--- src/rtl/rv32i_pkg.sv ---
// Shared rv32i definitions: ALU op codes, op-class and operand-select encodings.
// Capture-time ALU op decode lives here so ID/EX and any future stage agree.
package rv32i_pkg;
   localparam int XLEN = 32;
   localparam int RA_W = 5;

   localparam logic [3:0] ALU_ADD  = 4'b0000;
   localparam logic [3:0] ALU_SLL  = 4'b0001;
   localparam logic [3:0] ALU_SLT  = 4'b0010;
   localparam logic [3:0] ALU_SLTU = 4'b0011;
   localparam logic [3:0] ALU_XOR  = 4'b0100;
   localparam logic [3:0] ALU_SRL  = 4'b0101;
   localparam logic [3:0] ALU_OR   = 4'b0110;
   localparam logic [3:0] ALU_AND  = 4'b0111;
   localparam logic [3:0] ALU_SUB  = 4'b1000;
   localparam logic [3:0] ALU_SRA  = 4'b1101;

   localparam logic [1:0] OPC_R   = 2'd0;
   localparam logic [1:0] OPC_I   = 2'd1;
   localparam logic [1:0] OPC_ADD = 2'd2;
   localparam logic [1:0] OPC_RSV = 2'd3;

   localparam logic [1:0] SEL_A_RS1  = 2'd0;
   localparam logic [1:0] SEL_A_PC   = 2'd1;
   localparam logic [1:0] SEL_A_ZERO = 2'd2;

   localparam logic [1:0] SEL_B_RS2  = 2'd0;
   localparam logic [1:0] SEL_B_IMM  = 2'd1;
   localparam logic [1:0] SEL_B_FOUR = 2'd2;

   // I-arith has no SUBI: bit 30 only survives for the shift-right encoding (SRAI).
   function automatic logic [3:0] alu_op_dec(input logic [1:0] op_class,
                                             input logic [2:0] funct3,
                                             input logic       funct7b5);
      case (op_class)
         OPC_R:   return {funct7b5, funct3};
         OPC_I:   return {funct7b5 & (funct3 == 3'b101), funct3};
         default: return ALU_ADD;
      endcase
   endfunction
endpackage

--- src/rtl/fwd_mux.sv ---
// Per-operand forwarding: EX/MEM beats MEM/WB, x0 never forwarded.
// Forwarding exists only when ID_EX_FORWARD_EN is defined; otherwise the register value passes through.
module fwd_mux #(
   parameter int XLEN = 32,
   parameter int RA_W = 5
) (
   input  logic [RA_W-1:0] i_src,
   input  logic [XLEN-1:0] i_reg_data,
   input  logic [RA_W-1:0] i_exmem_rd,
   input  logic            i_exmem_we,
   input  logic [XLEN-1:0] i_exmem_result,
   input  logic [RA_W-1:0] i_memwb_rd,
   input  logic            i_memwb_we,
   input  logic [XLEN-1:0] i_memwb_result,
   output logic [XLEN-1:0] o_data,
   output logic            o_hit
);
`ifdef ID_EX_FORWARD_EN
   logic w_exmem_hit;
   logic w_memwb_hit;

   assign w_exmem_hit = i_exmem_we && (i_exmem_rd == i_src) && (i_src != '0);
   assign w_memwb_hit = i_memwb_we && (i_memwb_rd == i_src) && (i_src != '0);
   assign o_hit       = w_exmem_hit || w_memwb_hit;

   always_comb begin
      o_data = i_reg_data;
      if (w_exmem_hit)      o_data = i_exmem_result;
      else if (w_memwb_hit) o_data = i_memwb_result;
   end
`else
   logic w_unused;

   assign w_unused = ^{i_src, i_exmem_rd, i_exmem_we, i_exmem_result,
                       i_memwb_rd, i_memwb_we, i_memwb_result};
   assign o_data   = i_reg_data;
   assign o_hit    = 1'b0;
`endif
endmodule

--- src/rtl/id_ex_stage.sv ---
// ID/EX pipeline register: captures decoded fields, forwards rs1/rs2, selects ALU operands.
// Build option ID_EX_FORWARD_EN enables forwarding and stall-time refresh of held operands.
module id_ex_stage
   import rv32i_pkg::*;
#(
   parameter int XLEN = rv32i_pkg::XLEN,
   parameter int RA_W = rv32i_pkg::RA_W
) (
   input  logic            i_clk,
   input  logic            i_rst_n,
   input  logic            i_valid,
   input  logic [XLEN-1:0] i_pc,
   input  logic [RA_W-1:0] i_rs1_addr,
   input  logic [RA_W-1:0] i_rs2_addr,
   input  logic [XLEN-1:0] i_rs1_data,
   input  logic [XLEN-1:0] i_rs2_data,
   input  logic [XLEN-1:0] i_imm,
   input  logic [RA_W-1:0] i_rd_addr,
   input  logic            i_reg_write,
   input  logic [2:0]      i_funct3,
   input  logic            i_funct7b5,
   input  logic [1:0]      i_op_class,
   input  logic [1:0]      i_sel_a,
   input  logic [1:0]      i_sel_b,
   input  logic            i_stall,
   input  logic            i_flush,
   input  logic [RA_W-1:0] i_exmem_rd,
   input  logic            i_exmem_we,
   input  logic [XLEN-1:0] i_exmem_result,
   input  logic [RA_W-1:0] i_memwb_rd,
   input  logic            i_memwb_we,
   input  logic [XLEN-1:0] i_memwb_result,
   output logic            o_valid,
   output logic [XLEN-1:0] o_alu_input_a,
   output logic [XLEN-1:0] o_alu_input_b,
   output logic [3:0]      o_alu_op,
   output logic [XLEN-1:0] o_store_data,
   output logic [XLEN-1:0] o_pc,
   output logic [RA_W-1:0] o_rd_addr,
   output logic            o_reg_write
);
   logic            r_valid;
   logic [XLEN-1:0] r_pc;
   logic [RA_W-1:0] r_rs1_addr;
   logic [RA_W-1:0] r_rs2_addr;
   logic [XLEN-1:0] r_rs1_data;
   logic [XLEN-1:0] r_rs2_data;
   logic [XLEN-1:0] r_imm;
   logic [RA_W-1:0] r_rd_addr;
   logic            r_reg_write;
   logic [3:0]      r_alu_op;
   logic [1:0]      r_sel_a;
   logic [1:0]      r_sel_b;

   logic [XLEN-1:0] w_rs1_fwd;
   logic [XLEN-1:0] w_rs2_fwd;
   logic            w_rs1_hit;
   logic            w_rs2_hit;

   fwd_mux #(.XLEN(XLEN), .RA_W(RA_W)) u_fwd_rs1 (
      .i_src(r_rs1_addr), .i_reg_data(r_rs1_data),
      .i_exmem_rd(i_exmem_rd), .i_exmem_we(i_exmem_we), .i_exmem_result(i_exmem_result),
      .i_memwb_rd(i_memwb_rd), .i_memwb_we(i_memwb_we), .i_memwb_result(i_memwb_result),
      .o_data(w_rs1_fwd), .o_hit(w_rs1_hit)
   );

   fwd_mux #(.XLEN(XLEN), .RA_W(RA_W)) u_fwd_rs2 (
      .i_src(r_rs2_addr), .i_reg_data(r_rs2_data),
      .i_exmem_rd(i_exmem_rd), .i_exmem_we(i_exmem_we), .i_exmem_result(i_exmem_result),
      .i_memwb_rd(i_memwb_rd), .i_memwb_we(i_memwb_we), .i_memwb_result(i_memwb_result),
      .o_data(w_rs2_fwd), .o_hit(w_rs2_hit)
   );

   always_ff @(posedge i_clk or negedge i_rst_n) begin
      if (!i_rst_n) begin
         r_valid     <= 1'b0;
         r_pc        <= '0;
         r_rs1_addr  <= '0;
         r_rs2_addr  <= '0;
         r_rs1_data  <= '0;
         r_rs2_data  <= '0;
         r_imm       <= '0;
         r_rd_addr   <= '0;
         r_reg_write <= 1'b0;
         r_alu_op    <= ALU_ADD;
         r_sel_a     <= SEL_A_RS1;
         r_sel_b     <= SEL_B_RS2;
      end else if (i_flush) begin
         r_valid     <= 1'b0;
         r_reg_write <= 1'b0;
         r_alu_op    <= ALU_ADD;
      end else if (i_stall) begin
         // A producer may retire during a long stall; latch its value so it is not lost.
         if (w_rs1_hit) r_rs1_data <= w_rs1_fwd;
         if (w_rs2_hit) r_rs2_data <= w_rs2_fwd;
      end else begin
         r_valid     <= i_valid;
         r_pc        <= i_pc;
         r_rs1_addr  <= i_rs1_addr;
         r_rs2_addr  <= i_rs2_addr;
         r_rs1_data  <= i_rs1_data;
         r_rs2_data  <= i_rs2_data;
         r_imm       <= i_imm;
         r_rd_addr   <= i_rd_addr;
         r_reg_write <= i_reg_write;
         r_alu_op    <= alu_op_dec(i_op_class, i_funct3, i_funct7b5);
         r_sel_a     <= i_sel_a;
         r_sel_b     <= i_sel_b;
      end
   end

   always_comb begin
      case (r_sel_a)
         SEL_A_RS1: o_alu_input_a = w_rs1_fwd;
         SEL_A_PC:  o_alu_input_a = r_pc;
         default:   o_alu_input_a = '0;
      endcase
      case (r_sel_b)
         SEL_B_RS2:  o_alu_input_b = w_rs2_fwd;
         SEL_B_FOUR: o_alu_input_b = XLEN'(4);
         default:    o_alu_input_b = r_imm;
      endcase
   end

   assign o_valid      = r_valid;
   assign o_alu_op     = r_alu_op;
   assign o_store_data = w_rs2_fwd;
   assign o_pc         = r_pc;
   assign o_rd_addr    = r_rd_addr;
   assign o_reg_write  = r_reg_write & r_valid;
endmodule

--- config.mk ---
export PLATFORM = sky130hd
export DESIGN_NAME = id_ex_stage
export DESIGN_NICKNAME = d
export VERILOG_FILES = /design/src/rtl/rv32i_pkg.sv /design/src/rtl/fwd_mux.sv /design/src/rtl/id_ex_stage.sv
export SDC_FILE = /design/constraint.sdc
export NUM_CORES = 1
export LEC_CHECK = 0
export ABC_AREA = 1
export CORE_AREA = 4 4 141 143
export CTS_CLUSTER_DIAMETER = 60
export CTS_CLUSTER_SIZE = 24
export DETAILED_ROUTE_END_ITERATION = 8
export DIE_AREA = 0 0 145 147
export DONT_BUFFER_PORTS = 1
export PLACE_DENSITY_LB_ADDON = 0.1
export SYNTH_ARGS = -nofsm -noshare
export SYNTH_HDL_FRONTEND = slang
export SYNTH_SLANG_ARGS = --single-unit
--- constraint.sdc ---
create_clock -name i_clk -period 2.3 [get_ports i_clk]
set_input_delay 0.46 -clock i_clk [delete_from_list [all_inputs] [get_ports i_clk]]
set_output_delay 0.46 -clock i_clk [all_outputs]
set_load 0.02 [all_outputs]
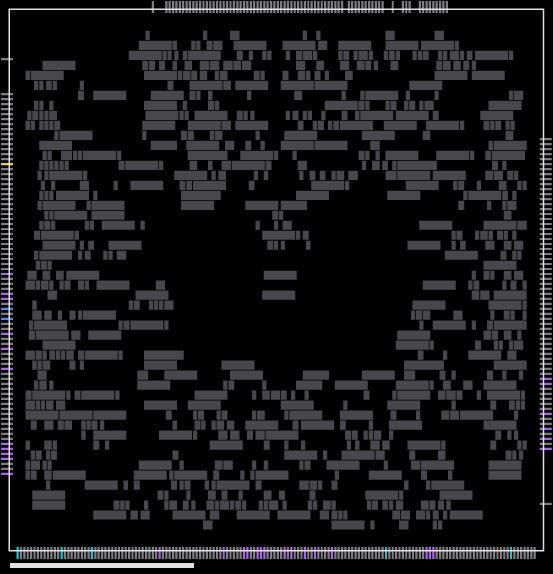
Fig. 1. I/O pins on the die edge.
Scale bar: 50 um. Pins as bars across the die edge, other pins in gray.
legend:
  i_pc:
    color: purple
    pins: 32
    direction: input
    edge: 15 bottom, 11 left, 6 right
  i_sel_a:
    color: blue
    pins: 2
    direction: input
    edge: left
  i_rs2_addr:
    color: cyan
    pins: 5
    direction: input
    edge: bottom
  i_reg_write:
    color: yellow
    pins: 1
    direction: input
    edge: left
all pins by edge: 154 bottom, 78 left, 78 top, 64 right
die outline width: 145 um
die outline height: 147 um
count of port buffers added during placement: 0

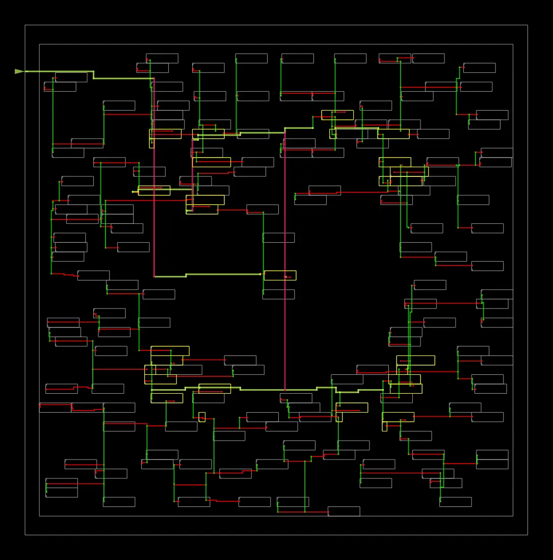
Fig. 2. Clock wiring as the flow saved it.
cts bufs inserted: 17
clk_buf instances: 19
number of clock sinks: 143
sequential cell count: 143

==> impl_metrics.toml <==
# flow metrics
[final_layout]
layout.cells.non_filler = 991
insertedDiodeCount = 1
seqCellArea_sq_mm = 0.003578
final_core_util = 0.3954
seq_share = 0.4871
final_nets = 980

[critical_path]
r2r.worst_path.cells = 3
worst-endpoint-required_ps = 1840
timing.critical_path.from = "r_sel_b[1]"
reg2reg_slack_ps = 1220
crit_chain = "inv_1, nand2_1, buf_12, o22ai_1, buf_4"

[logic_synthesis]
ys_async_sr_fraction = 1.000
ys_cells = 695
post_synth_tally_of_flip_flops_with_integrated_enable = 0
postSynthAreaPerCell_sq_um = 8.865
floorplan.nets = 930
synth_compound_gate_area_share = 0.1736
xor_area_frac = 0
seq_share_synth = 0.5808
number_of_different_library_cells_in_the_post_synthesis_netlist = 16

[global_routing]
first_global_vias = 4872
grt_use_met2 = 0.2406
grt_usage = 0.1569
met3_usage = 0.06046
grt_start_max_net_pins = 144
antenna_found_initial = 1

[placement]
placedInstanceArea_sq_mm = 0.006719
gp_congestion = 0.7694

[die]
taps = 234
design.portCount = 374

[cts]
h-tree-depth = 4
clock_latency_at_the_later_pin_of_the_worst_skew_pair_ps = 410

[sta]
final_critical_path_setup_slack_ps = 138.4
worst_hold_slack_ps = -256.1
finalHoldViolations = 143
fmax_ghz = 0.4626
timing_worst_slew_pin_value_ps = 592.8

[outcome]
failing_checks = "hold timing"
status = "finished with violations"

[run]
log.warning_count = 116

[power]
clock_power_mw = 2.96
post-layout-total-power_mw = 7.504
net-switching-power_mw = 2.261

[detailed_routing]
wl_met2_um = 7934

[min_path]
worst_hold_path_type = "primary input to async pin"
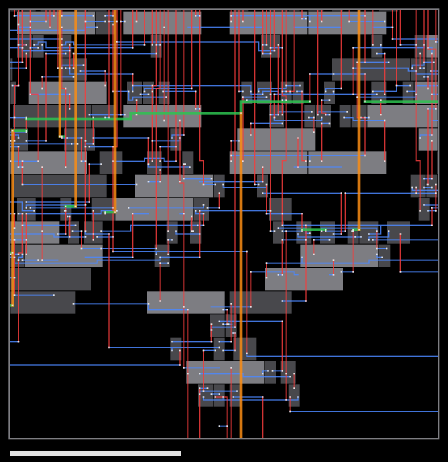
Fig. 3. Close-up of the layout.
Scale bar: 20 um. Window x 48 to 98, y 78 to 128 um. Cells in gray, sequential cells in the stronger gray; small squares are vias.
legend:
  metal 2:
    color: red
  metal 4:
    color: orange
  metal 1:
    color: blue
  metal 3:
    color: green
sequential cells in the window: 19
cells with their middle in the window: 95
most frequent: nand2_1 (19), dfrtp_1 (19)
netlist names of flops here include: r_imm (11), r_rs2_data (7)

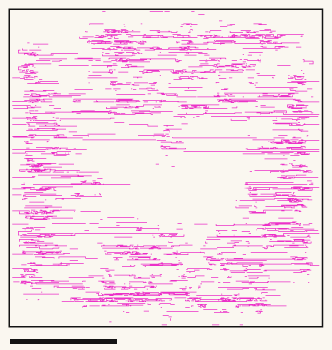
Fig. 4. Signal wires on met1.
Scale bar: 50 um.
longest straight run: 63.0 um
nets with wire on the layer: 805
main direction: horizontal
wire length on this layer: 7120 um

